==> run_1/gate_families.png <==
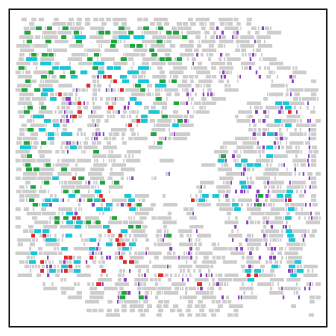
==> run_1/final_congestion.png <==
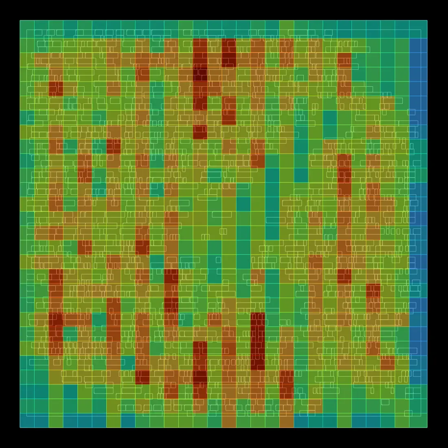
==> run_1/met3.png <==
The bar under the picture is 50 um long.
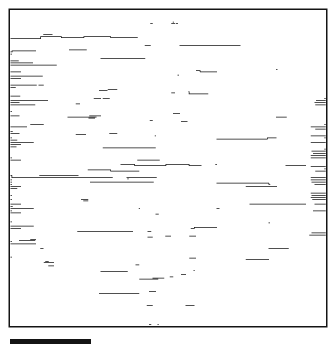
File: config.mk
export PLATFORM = sky130hd
export DESIGN_NAME = approx_adder_err_monitor
export DESIGN_NICKNAME = d
export VERILOG_FILES = /design/src/rtl/approx_adder_err_monitor.sv
export SDC_FILE = /design/constraint.sdc
export NUM_CORES = 1
export LEC_CHECK = 0
export CAP_MARGIN = 20
export CORE_MARGIN = 3
export CORE_UTILIZATION = 40
export CTS_CLUSTER_SIZE = 30
export DETAILED_ROUTE_END_ITERATION = 8
export SLEW_MARGIN = 15
export SYNTH_ARGS = -nofsm -noshare
export SYNTH_HDL_FRONTEND = slang
export SYNTH_SLANG_ARGS = --single-unit
File: constraint.sdc
create_clock -name clk -period 13.21 [get_ports clk]
set_clock_uncertainty 0.05 [all_clocks]
set_input_delay 2.642 -clock clk [delete_from_list [all_inputs] [get_ports clk]]
set_output_delay 2.642 -clock clk [all_outputs]
set_load 0.005 [all_outputs]
File: src/rtl/approx_adder_err_monitor.sv
// approx_adder_err_monitor
//   Streaming error-metric accumulator for approximate adders. Each accepted
//   sample (operands plus approximate sum) is compared against the exact sum.
//   Over a run of n_samples it accumulates the error count, the saturating sum
//   of absolute errors and the worst-case error with its operands.
//
// Ports
//   clk, rst     rising-edge clock, asynchronous active-high reset
//   start        begin a run (accepted only in IDLE/DONE)
//   n_samples    run length, latched on an accepted start
//   in_valid     sample valid
//   in_ready     monitor can accept a sample
//   in_a, in_b   operands fed to the approximate adder
//   in_approx    approximate adder output (WIDTH+1 bits)
//   busy         run in progress (RUN or DRAIN)
//   done         results valid, held until the next accepted start
//   err_count    samples whose approximate sum differs from the exact sum
//   sum_abs_err  saturating sum of absolute errors
//   max_abs_err  largest absolute error seen
//   wce_a/wce_b  operands of the first sample that reached max_abs_err
module approx_adder_err_monitor #(
  parameter int unsigned WIDTH = 16,
  parameter int unsigned CNT_W = 32,
  parameter int unsigned ACC_W = 48
) (
  input  logic             clk,
  input  logic             rst,
  input  logic             start,
  input  logic [CNT_W-1:0] n_samples,
  input  logic             in_valid,
  output logic             in_ready,
  input  logic [WIDTH-1:0] in_a,
  input  logic [WIDTH-1:0] in_b,
  input  logic [WIDTH:0]   in_approx,
  output logic             busy,
  output logic             done,
  output logic [CNT_W-1:0] err_count,
  output logic [ACC_W-1:0] sum_abs_err,
  output logic [WIDTH:0]   max_abs_err,
  output logic [WIDTH-1:0] wce_a,
  output logic [WIDTH-1:0] wce_b
);

  typedef enum logic [1:0] {StIdle, StRun, StDrain, StDone} state_e;

  state_e state_q, state_d;

  logic [CNT_W-1:0] n_q;
  logic [CNT_W-1:0] accepted_q;
  logic             start_ok;
  logic             xfer;

  // Stage 1 signals
  logic [WIDTH:0]   exact;
  logic [WIDTH+1:0] diff;
  logic [WIDTH:0]   abs_err;
  logic             s1_valid_q;
  logic [WIDTH:0]   s1_abs_q;
  logic [WIDTH-1:0] s1_a_q;
  logic [WIDTH-1:0] s1_b_q;

  // Stage 2 / result registers
  logic [CNT_W-1:0] err_count_q;
  logic [ACC_W-1:0] sum_q;
  logic [ACC_W:0]   sum_ext;
  logic [WIDTH:0]   max_q;
  logic [WIDTH-1:0] wce_a_q;
  logic [WIDTH-1:0] wce_b_q;

  assign start_ok = start && ((state_q == StIdle) || (state_q == StDone));
  assign in_ready = (state_q == StRun) && (accepted_q < n_q);
  assign xfer     = in_valid && in_ready;
  assign busy     = (state_q == StRun) || (state_q == StDrain);
  assign done     = (state_q == StDone);

  // Exact sum keeps the carry; the difference is taken in WIDTH+2 bits two's complement.
  assign exact = {1'b0, in_a} + {1'b0, in_b};
  assign diff  = {1'b0, in_approx} - {1'b0, exact};

  // |diff| never exceeds 2^(WIDTH+1)-1, so negating only the low WIDTH+1 bits is exact.
  always_comb begin
    abs_err = diff[WIDTH:0];
    if (diff[WIDTH+1]) begin
      abs_err = (~diff[WIDTH:0]) + (WIDTH+1)'(1);
    end
  end

  // Carry out of the widened add means the accumulator would overflow.
  assign sum_ext = {1'b0, sum_q} + {{(ACC_W-WIDTH){1'b0}}, s1_abs_q};

  always_comb begin
    state_d = state_q;
    unique case (state_q)
      StIdle:  if (start) state_d = StRun;
      StRun:   if (accepted_q == n_q) state_d = StDrain;
      StDrain: if (!s1_valid_q) state_d = StDone;
      StDone:  if (start) state_d = StRun;
      default: state_d = StIdle;
    endcase
  end

  always_ff @(posedge clk or posedge rst) begin
    if (rst) begin
      state_q <= StIdle;
    end else begin
      state_q <= state_d;
    end
  end

  // Run control: latched length and accepted-sample counter.
  always_ff @(posedge clk or posedge rst) begin
    if (rst) begin
      n_q        <= '0;
      accepted_q <= '0;
    end else if (start_ok) begin
      n_q        <= n_samples;
      accepted_q <= '0;
    end else if (xfer) begin
      accepted_q <= accepted_q + CNT_W'(1);
    end
  end

  // Stage 1: register absolute error and operands of each transfer.
  always_ff @(posedge clk or posedge rst) begin
    if (rst) begin
      s1_valid_q <= 1'b0;
      s1_abs_q   <= '0;
      s1_a_q     <= '0;
      s1_b_q     <= '0;
    end else begin
      s1_valid_q <= xfer && !start_ok;
      if (xfer) begin
        s1_abs_q <= abs_err;
        s1_a_q   <= in_a;
        s1_b_q   <= in_b;
      end
    end
  end

  // Stage 2: fold the registered sample into the run results.
  always_ff @(posedge clk or posedge rst) begin
    if (rst) begin
      err_count_q <= '0;
      sum_q       <= '0;
      max_q       <= '0;
      wce_a_q     <= '0;
      wce_b_q     <= '0;
    end else if (start_ok) begin
      err_count_q <= '0;
      sum_q       <= '0;
      max_q       <= '0;
      wce_a_q     <= '0;
      wce_b_q     <= '0;
    end else if (s1_valid_q) begin
      if (s1_abs_q != '0) begin
        err_count_q <= err_count_q + CNT_W'(1);
      end
      if (sum_ext[ACC_W]) begin
        sum_q <= '1;
      end else begin
        sum_q <= sum_ext[ACC_W-1:0];
      end
      // Strict compare: ties keep the earliest worst-case sample.
      if (s1_abs_q > max_q) begin
        max_q   <= s1_abs_q;
        wce_a_q <= s1_a_q;
        wce_b_q <= s1_b_q;
      end
    end
  end

  assign err_count   = err_count_q;
  assign sum_abs_err = sum_q;
  assign max_abs_err = max_q;
  assign wce_a       = wce_a_q;
  assign wce_b       = wce_b_q;

endmodule
==> flow_summary.toml, run 1 <==
# flow metrics
[outcome]
outcome = "complete, no violations"

[hold_path]
hold_end = "n_q[0]"
min_path_cells = 2
hp-class = "flop to flop"
hp-start = "n_q[0]"

[floorplanning]
chipArea_sq_um = 38000
pin_count = 217
coreArea_sq_um = 34900

[final_timing]
rsz0062_at_grt = "no"
slew_viol_final = 0
fin_crit_ns = 5.93
relSlewSlack_pct = 35.9
setup_viol = 0
fin_crit_sh_pct = 44.9
holdWs_ns = 0.442
fmax_ghz = 0.169

[power_and_ir_drop]
ir_worst_vdd_uv = 130
power_frac_comb_pct = 42.3
combinationalPower_mw = 1.43
power.density_nw_per_um2 = 190
leakage_nw = 8.39
swShare_pct = 37.2
p_clk_mw = 0.807
powerSeq_mw = 1.14

[synth]
synth_cells = 1493
flop_cell = "dfrtp_1"
netlist_area_sq_um = 14300
ys_sh_xor_pct = 5.95
ys_warn_count = 0
synth_area_leader_cell = "dfrtp_1"
ys_top_cells_by_count = "dfrtp_1 (245), nor2_1 (175), nand2_1 (108)"
synth_cell_types = 67
ys_cells = 1493
mux_area_share_pct = 6.76
ys_seq_elements = 245

[placement]
pre_cts_slack_ns = 6.70
dp.cells = 2111
placed_area_sq_um = 16800

[setup_path]
crit_top_cell = "fa_1"
r2r_cells = 12
endpoint_kind = "flop"
cp_cell_sequence = "clkdlybuf4s50_1 -> fa_1 -> inv_1 -> ha_1 -> nor2_1 -> fa_1 -> nand2b_1 -> a211oi_1 -> o31a_1 -> or3_1 -> a211oi_2 -> nand3_1 -> o41ai_4 -> xnor2_1 -> a21oi_2"
cp_max_fo = 3
critPathLaunch = "in_a[0]"
cp.depth = 15
path_buffers = 2
cp.arrival_ns = 6.28
required_ns = 13.56
critical-path-slowest-cell = "fa_1"
cp-start-kind = "primary input"

[finish]
largest_class = "combinational gates"
largest_reg_flops = 48
syn2layout_area_growth_pct = 24.9
final.fill_count = 3244
nNonClkBuffers = 227
num-multi-input-gates = 1077
layout.nets = 1880
flops = 245
lay_top_cells = "dfrtp_1 (245), clkdlybuf4s50_1 (216), nor2_1 (175), nand2_1 (108), inv_1 (105)"
seq_share_pct = 34.4
post-route-util_pct = 51.1
nClkBuffers = 50

[grt]
antenna_found_initial = 2
overflow = 0
grt_max_degree = 131

[drt]
drtPass1Iterations = 5
wl_met3_mm = 1.41
ant_nets = 0
drc = 0
drtIter0Drc = 486
avgRoutedWirePerCell_um = 17.2

[clocking]
h-tree-depth = 1
root_buffer = "clkbuf_16"
clk_latency_ns = 0.55
cts_setup_buffers = 0
path_clk_slew_ns = 0.06
numCtsBuffers = 29
cts_sinks = 245

[flow_run]
warning_count = 31
-- gate_families.png (at the start) --
legend:
  adder and majority cells:
    color: cyan
    cells: 108
    most_used: ha_1
    where: widely spread
  AND-OR and OR-AND gates:
    color: red
    cells: 44
    most_used: a21o_1
  multiplexers:
    color: green
    cells: 92
    most_used: mux2i_1
  NAND gates:
    color: purple
    cells: 201
    most_used: nand2_1
    where: widely spread
Post-Layout Cell Count: 2165
logic share of the area: 42.1%
dominant logic cell type in the layout: dfrtp_1

-- final_congestion.png (at the start) --
met2 Use GR: 34.0%
met3 usage: 2.91%

-- met3.png (at the start) --
nets with wire on the layer: 119
main direction: horizontal
wire length on this layer: 1410 um
share of all routed wire: 3.8%
Routed WL: 37.3 mm
via count: 11400

==> run_1/met2.png <==
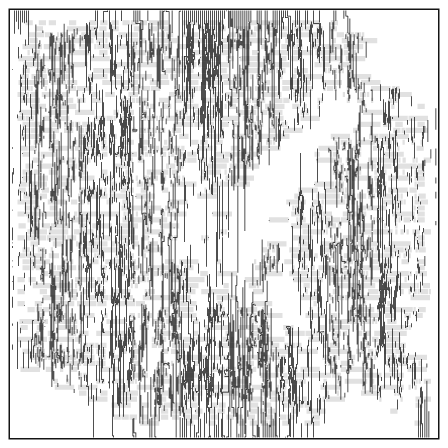

==> run 2: changes to the inputs <==
==> constraint.sdc (replaced) <==
create_clock -name clk -period 5.05 [get_ports clk]
set_clock_uncertainty 0.05 [all_clocks]
set_input_delay 1.01 -clock clk [delete_from_list [all_inputs] [get_ports clk]]
set_output_delay 1.01 -clock clk [all_outputs]
set_load 0.005 [all_outputs]
==> run_2/met2.png <==
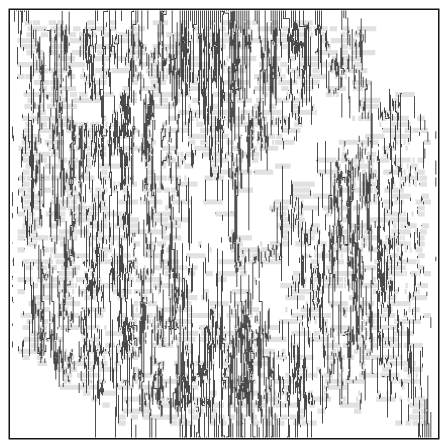
main direction: vertical
nets with wire on the layer: 1578
wire length on this layer: 18500 um

==> flow_summary.toml, run 2 <==
# flow metrics
[outcome]
outcome = "complete, no violations"

[power_and_ir_drop]
power_frac_comb_pct = 41.7
swShare_pct = 36.9
leakage_nw = 8.43
power.density_nw_per_um2 = 501

[setup_path]
cp.arrival_ns = 4.64
path_buffers = 2
cp_max_fo = 3
required_ns = 5.43
cp.depth = 15
crit_top_cell = "fa_1"
cp-start-kind = "primary input"
endpoint_kind = "flop"
cp_cell_sequence = "clkdlybuf4s50_1 -> fa_1 -> inv_1 -> ha_1 -> nor2_1 -> fa_1 -> nand2b_1 -> a211oi_1 -> o31a_1 -> or3_1 -> a211oi_2 -> nand3_1 -> o41ai_4 -> xnor2_1 -> a21oi_2"

[grt]
grt_use_met2_pct = 32.9
overflow = 0

[drt]
ant_nets = 0
drc = 0
drtPass1Iterations = 4
wl_mm = 37.3
drtIter0Drc = 528

[finish]
lay_top_count = "dfrtp_1"
seq_share_pct = 34.2
final.fill_count = 3263
layout.nets = 1882
nClkBuffers = 44
comb_share_pct = 41.8
num-multi-input-gates = 1077

[floorplanning]
coreArea_sq_um = 34900
pin_count = 217
chipArea_sq_um = 38000

[hold_path]
hp-start = "n_q[0]"
hp-class = "flop to flop"
hold_end = "n_q[0]"
min_path_cells = 2

[placement]
placed_area_sq_um = 16900
pre_cts_slack_ns = 0.259

[synth]
flop_cell = "dfrtp_1"
ys_top_cells_by_count = "dfrtp_1 (245), nor2_1 (175), nand2_1 (108)"
ys_warn_count = 0
mux_area_share_pct = 6.76
ys_sh_xor_pct = 5.95
netlist_area_sq_um = 14300
synth_cells = 1493

[clocking]
root_buffer = "clkbuf_16"
path_clk_slew_ns = 0.06
h-tree-depth = 1
cts_setup_buffers = 0

[final_timing]
relSlewSlack_pct = 36.4
setup_viol = 0
rsz0062_at_grt = "no"

[flow_run]
warning_count = 35
